$ cat config.mk
export PLATFORM = sky130hd
export DESIGN_NAME = mem_arbiter
export DESIGN_NICKNAME = d
export VERILOG_FILES = /design/src/rtl/mem_arbiter_pkg.sv /design/src/rtl/mem_arbiter.sv
export SDC_FILE = /design/constraint.sdc
export NUM_CORES = 1
export LEC_CHECK = 0
export ABC_AREA = 0
export CORE_MARGIN = 5
export CORE_UTILIZATION = 31
export DETAILED_ROUTE_END_ITERATION = 6
export GPL_ROUTABILITY_DRIVEN = 0
export PLACE_DENSITY = 0.64
export REMOVE_ABC_BUFFERS = 1
export SYNTH_ARGS = -nofsm -noshare
export SYNTH_HDL_FRONTEND = slang
export SYNTH_SLANG_ARGS = --single-unit
$ cat constraint.sdc
create_clock -name clk -period 3.1 [get_ports clk]
set_input_delay 0.775 -clock clk [delete_from_list [all_inputs] [get_ports clk]]
set_output_delay 0.775 -clock clk [all_outputs]
set_load 0.02 [all_outputs]
$ cat src/rtl/mem_arbiter_pkg.sv
// mem_arbiter_pkg
// Shared definitions for the unified-memory arbiter of the multicycle MIPS core.
// Holds the FSM state encoding, the owner encoding, the widths of the latency
// and starvation counters, and the saturating increment used by the starvation
// counter.
package mem_arbiter_pkg;

  // Access sequencer states. The numeric values are fixed so that they can be
  // probed directly in waveforms.
  typedef enum logic [1:0] {
    ST_IDLE  = 2'd0,
    ST_ISSUE = 2'd1,
    ST_WAIT  = 2'd2,
    ST_DONE  = 2'd3
  } state_e;

  // Which requester owns the memory port (current or most recent grantee).
  typedef enum logic {
    OWNER_CPU = 1'b0,
    OWNER_DMA = 1'b1
  } owner_e;

  // Latency counter covers MEM_LAT-1 for MEM_LAT up to 7.
  localparam int LAT_W = 3;

  // Starvation counter covers STARVE_LIM up to 15.
  localparam int STARVE_W = 4;

  // Increment that sticks at the limit instead of wrapping.
  function automatic logic [STARVE_W-1:0] starve_inc(input logic [STARVE_W-1:0] cnt,
                                                     input logic [STARVE_W-1:0] lim);
    logic [STARVE_W-1:0] res;
    if (cnt >= lim) begin
      res = lim;
    end else begin
      res = cnt + STARVE_W'(1);
    end
    return res;
  endfunction

endpackage

$ cat src/rtl/mem_arbiter.sv
// mem_arbiter
// Shares the single instruction/data memory port between the CPU and a
// DMA/program-loader requester. Each granted access runs through a fixed
// IDLE -> ISSUE -> WAIT -> DONE sequence; read data is returned to the owner's
// registered rdata output together with a one-cycle ready pulse. The CPU wins
// ties, except that after STARVE_LIM consecutive CPU grants with DMA waiting,
// the DMA requester is forced through.
//
// Ports
//   clk, reset                 clock; asynchronous active-low reset
//   cpu_req/we/addr/wdata      CPU request, write enable, address, write data
//   cpu_rdata, cpu_ready       CPU read data (registered), completion pulse
//   dma_req/we/addr/wdata      DMA request, write enable, address, write data
//   dma_rdata, dma_ready       DMA read data (registered), completion pulse
//   mem_en, mem_we             memory access strobe / write strobe (ISSUE only)
//   mem_addr, mem_wdata        memory address / write data (held between accesses)
//   mem_rdata                  memory read data, valid MEM_LAT cycles after mem_en
//   busy                       high whenever the sequencer is not in IDLE
//   owner                      current or last grantee (0 = CPU, 1 = DMA)
module mem_arbiter
  import mem_arbiter_pkg::*;
#(
  parameter int AW         = 32,
  parameter int DW         = 32,
  parameter int MEM_LAT    = 2,
  parameter int STARVE_LIM = 4
) (
  input  logic          clk,
  input  logic          reset,

  input  logic          cpu_req,
  input  logic          cpu_we,
  input  logic [AW-1:0] cpu_addr,
  input  logic [DW-1:0] cpu_wdata,
  output logic [DW-1:0] cpu_rdata,
  output logic          cpu_ready,

  input  logic          dma_req,
  input  logic          dma_we,
  input  logic [AW-1:0] dma_addr,
  input  logic [DW-1:0] dma_wdata,
  output logic [DW-1:0] dma_rdata,
  output logic          dma_ready,

  output logic          mem_en,
  output logic          mem_we,
  output logic [AW-1:0] mem_addr,
  output logic [DW-1:0] mem_wdata,
  input  logic [DW-1:0] mem_rdata,

  output logic          busy,
  output logic          owner
);

  // ISSUE preloads MEM_LAT-1 so that WAIT spans exactly MEM_LAT cycles.
  localparam logic [LAT_W-1:0]    LAT_LOAD   = LAT_W'(MEM_LAT - 1);
  localparam logic [STARVE_W-1:0] STARVE_MAX = STARVE_W'(STARVE_LIM);

  state_e              state_q;
  owner_e              owner_q;
  logic                we_q;
  logic [LAT_W-1:0]    lat_q;
  logic [STARVE_W-1:0] starve_q;
  logic                mem_en_q;
  logic                mem_we_q;
  logic [AW-1:0]       mem_addr_q;
  logic [DW-1:0]       mem_wdata_q;
  logic [DW-1:0]       cpu_rdata_q;
  logic [DW-1:0]       dma_rdata_q;
  logic                cpu_ready_q;
  logic                dma_ready_q;
  logic                busy_q;

  logic                grant_valid;
  owner_e              owner_d;
  logic                we_d;
  logic [AW-1:0]       addr_d;
  logic [DW-1:0]       wdata_d;
  logic [STARVE_W-1:0] starve_d;

  // Grant decision. Only consumed while in IDLE; elsewhere the requests are
  // ignored by the sequencer. DMA wins when it is alone or when the CPU has
  // used up its allowance of consecutive grants while DMA was waiting.
  always_comb begin
    grant_valid = cpu_req | dma_req;
    owner_d     = OWNER_CPU;
    starve_d    = starve_q;
    if (dma_req && (!cpu_req || (starve_q == STARVE_MAX))) begin
      owner_d  = OWNER_DMA;
      starve_d = '0;
    end else if (cpu_req && dma_req) begin
      starve_d = starve_inc(starve_q, STARVE_MAX);
    end

    if (owner_d == OWNER_DMA) begin
      we_d    = dma_we;
      addr_d  = dma_addr;
      wdata_d = dma_wdata;
    end else begin
      we_d    = cpu_we;
      addr_d  = cpu_addr;
      wdata_d = cpu_wdata;
    end
  end

  // Access sequencer. All outputs are registered, so each output is set on
  // the transition into the state where it must be visible. mem_addr_q and
  // mem_wdata_q double as the latched request and simply hold between
  // accesses.
  always_ff @(posedge clk or negedge reset) begin
    if (!reset) begin
      state_q     <= ST_IDLE;
      owner_q     <= OWNER_CPU;
      we_q        <= 1'b0;
      lat_q       <= '0;
      starve_q    <= '0;
      mem_en_q    <= 1'b0;
      mem_we_q    <= 1'b0;
      mem_addr_q  <= '0;
      mem_wdata_q <= '0;
      cpu_rdata_q <= '0;
      dma_rdata_q <= '0;
      cpu_ready_q <= 1'b0;
      dma_ready_q <= 1'b0;
      busy_q      <= 1'b0;
    end else begin
      case (state_q)
        ST_IDLE: begin
          if (grant_valid) begin
            owner_q     <= owner_d;
            we_q        <= we_d;
            mem_addr_q  <= addr_d;
            mem_wdata_q <= wdata_d;
            mem_en_q    <= 1'b1;
            mem_we_q    <= we_d;
            busy_q      <= 1'b1;
            starve_q    <= starve_d;
            state_q     <= ST_ISSUE;
          end
        end

        ST_ISSUE: begin
          mem_en_q <= 1'b0;
          mem_we_q <= 1'b0;
          lat_q    <= LAT_LOAD;
          state_q  <= ST_WAIT;
        end

        ST_WAIT: begin
          if (lat_q == '0) begin
            // Read data is only returned for reads, and only to the owner.
            if (!we_q) begin
              if (owner_q == OWNER_DMA) begin
                dma_rdata_q <= mem_rdata;
              end else begin
                cpu_rdata_q <= mem_rdata;
              end
            end
            if (owner_q == OWNER_DMA) begin
              dma_ready_q <= 1'b1;
            end else begin
              cpu_ready_q <= 1'b1;
            end
            state_q <= ST_DONE;
          end else begin
            lat_q <= lat_q - LAT_W'(1);
          end
        end

        ST_DONE: begin
          cpu_ready_q <= 1'b0;
          dma_ready_q <= 1'b0;
          busy_q      <= 1'b0;
          state_q     <= ST_IDLE;
        end

        default: begin
          state_q <= ST_IDLE;
        end
      endcase
    end
  end

  assign cpu_rdata = cpu_rdata_q;
  assign cpu_ready = cpu_ready_q;
  assign dma_rdata = dma_rdata_q;
  assign dma_ready = dma_ready_q;
  assign mem_en    = mem_en_q;
  assign mem_we    = mem_we_q;
  assign mem_addr  = mem_addr_q;
  assign mem_wdata = mem_wdata_q;
  assign busy      = busy_q;
  assign owner     = owner_q;

endmodule

Sizing map:
The bar under the picture is 50 um long.
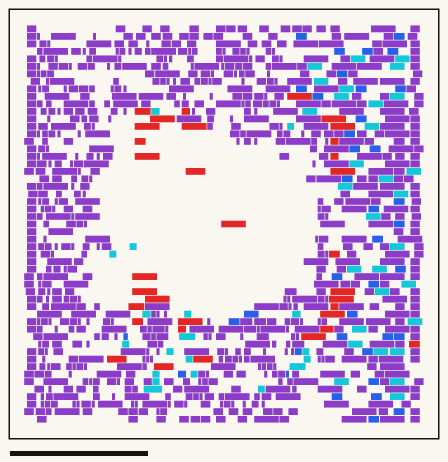
color	size	cells	most used
blue	_2 cells	38	mux2_2
purple	_0 and _1 cells	767	clkdlybuf4s50_1
cyan	_3 and _4 cells	49	mux2_4
red	_6 and larger	33	clkbuf_16
P&R area growth vs syn: 59.5%
PnR worst setup slack: 0.738 ns
bufs w/o clock: 315
design area: 0.0104 mm2

Register map, names as in the netlist:
The bar under the picture is 50 um long. Other sequential cells in the stronger gray, the rest of the logic in the fainter gray.
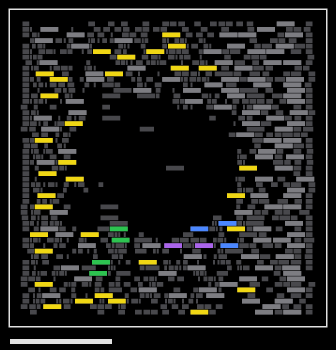
color	name in the netlist	flops
blue	lat_q	3
yellow	mem_wdata	32
green	starve_q	4
purple	state_q	2
not colored	103
Reg area: 0.00360 mm2
Seq/total area: 34.6%
P_seq: 0.00330 W
Layout Utilization: 49.8%

Zoomed window:
Window x 101 to 131, y 24 to 54 um. Cells in gray, sequential cells in the stronger gray; small squares are vias.
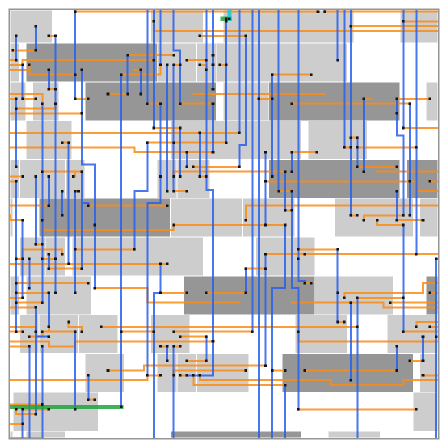
color	layer
cyan	metal 4
green	metal 3
orange	metal 1
blue	metal 2
most frequent	nand2_1 (7), dfrtp_1 (7), clkdlybuf4s50_1 (5)
sequential cells in the window	7
cells with their middle in the window	44
netlist names of flops here include	cpu_rdata (3), lat_q (2)

==> impl_metrics.csv <==
group,metric,value,unit
synthesis,edf_count,0,
global_routing,antenna_found_initial,1,
finish,drive_gt1_share,13.5,%
die,fp_util,31.2,%
min_path,min_path_type,"primary input to asynchronous set/reset pin",
finish,final_common_cell,"clkdlybuf4s50_1",
route,viasPerCell,5.01,
setup_path,critPathRequiredTime,3.40,ns
global_routing,grt_pass1_vias,5991,
clocking,post_cts_resize_count,0,
clocking,post_cts_buffers,0,
finish,final_cells,1162,
finish,final_cell_mix,"clkdlybuf4s50_1, dfrtp_1, nand2_1",
setup_path,path_class,"flop to flop",
place,dpl.hpwl,15600,um
setup_path,worstReg2RegStart,"state_q[0]",
power,seq_power_share,30.9,%
global_routing,overflow,0,
power,ir_worst_vdd,0.430,mV
route,postRouteAntennaNets,0,
sta,fin_crit,2.36,ns
sta,min_period_over_period,76.2,%
synthesis,ys_sh_simple,15.5,%
sta,hold_viol,0,
die,core_area,0.0209,mm2
setup_path,path_depth,6,
route,drc,0,
route,via_count,5823,
synthesis,synth.distinct_cells,35,
sta,hold_ws,0.307,ns
status,status,"completed",
synthesis,synthMuxAreaShare,13.1,%
die,rows,53,
place,pre_cts_ws,0.465,ns
sta,tightest_slew,0.624,ns
route,wl,21900,um
synthesis,synth-xor-area-share,0,%
route,wl_per_cell,18.8,um
synthesis,ys_seq_share,55.2,%
clocking,cts_root_buf,"clkbuf_16",
power,p_total,0.0107,W
setup_path,r2r_slack,0.74,ns
die,die_x,155,um
synthesis,synthesis.area,0.00652,mm2
job,max_cap_viol_count,0,
route,first_iter_violations,265,
sta,max_slew_margin,58.4,%
synthesis,ys_cells,593,
synthesis,topCellsByArea,"dfrtp_1, nand2_1, o211ai_1",
synthesis,async_flop_share,100,%
setup_path,crit_fanout,32,
sta,fin_setup_tns,0,ns
place,dpl.cell_count,1130,
finish,diodes,0,
sta,setup_viol_count_final,0,
sta,drv_slew,0,
clocking,tritoncts,"built",
power,power-top-group,"combinational logic",
synthesis,ys_sh_aoi,9.98,%
power,leakage,4.28,nW
synthesis,yosysMostFrequentCell,"dfrtp_1",
route,drtPass1Iterations,4,
setup_path,critical_path.endpoint_type,"flop",
clocking,htree_levels,4,
synthesis,yosysWarnings,0,
Clock wiring as the flow saved it:
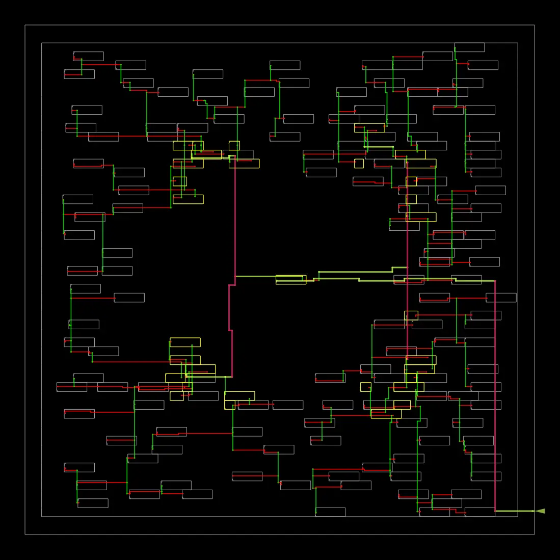
later-pin clock latency in the skew report: 0.42 ns
Max Clock Skew: 0.0114 ns
registers: 144

Clock wires, drivers and flops:
The bar under the picture is 50 um long.
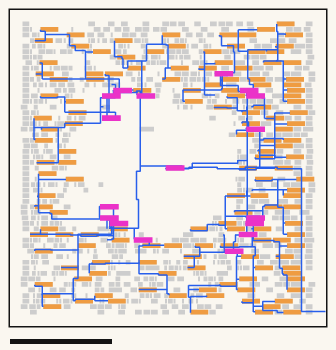
[magenta] clock drivers | count: 17
[blue] clock wires | length: 2,110 um
[orange] flip-flops | count: 144
flops lie	widely spread
routed clock nets	18
Clock group: 0.00202 W
Clk network pwr share: 19.0%

layer usage:
| layer | track usage [%] | wire length (um) | vias up |
|---|---|---|---|
| met2 | 28.4 | 9980 | 256 |
| met3 | 5.70 | 1880 | 25 |
| met4 | 5.63 | 395 | 2 |
| li1 | - | - | 2695 |
| met5 | 0 | 7 | - |
| met1 | 23.6 | 9630 | 2845 |
area by class of cell:
class | count | area, um2
Fill cell | 1941 | 10500
Sequential cell | 144 | 3600
Timing Repair Buffer | 315 | 3160
Multi-Input combinational cell | 383 | 2660
Clock buffer | 18 | 439
Tap cell | 275 | 344
Clock inverter | 14 | 144
Inverter | 13 | 48.8
Power and IR drop assume default switching activity.
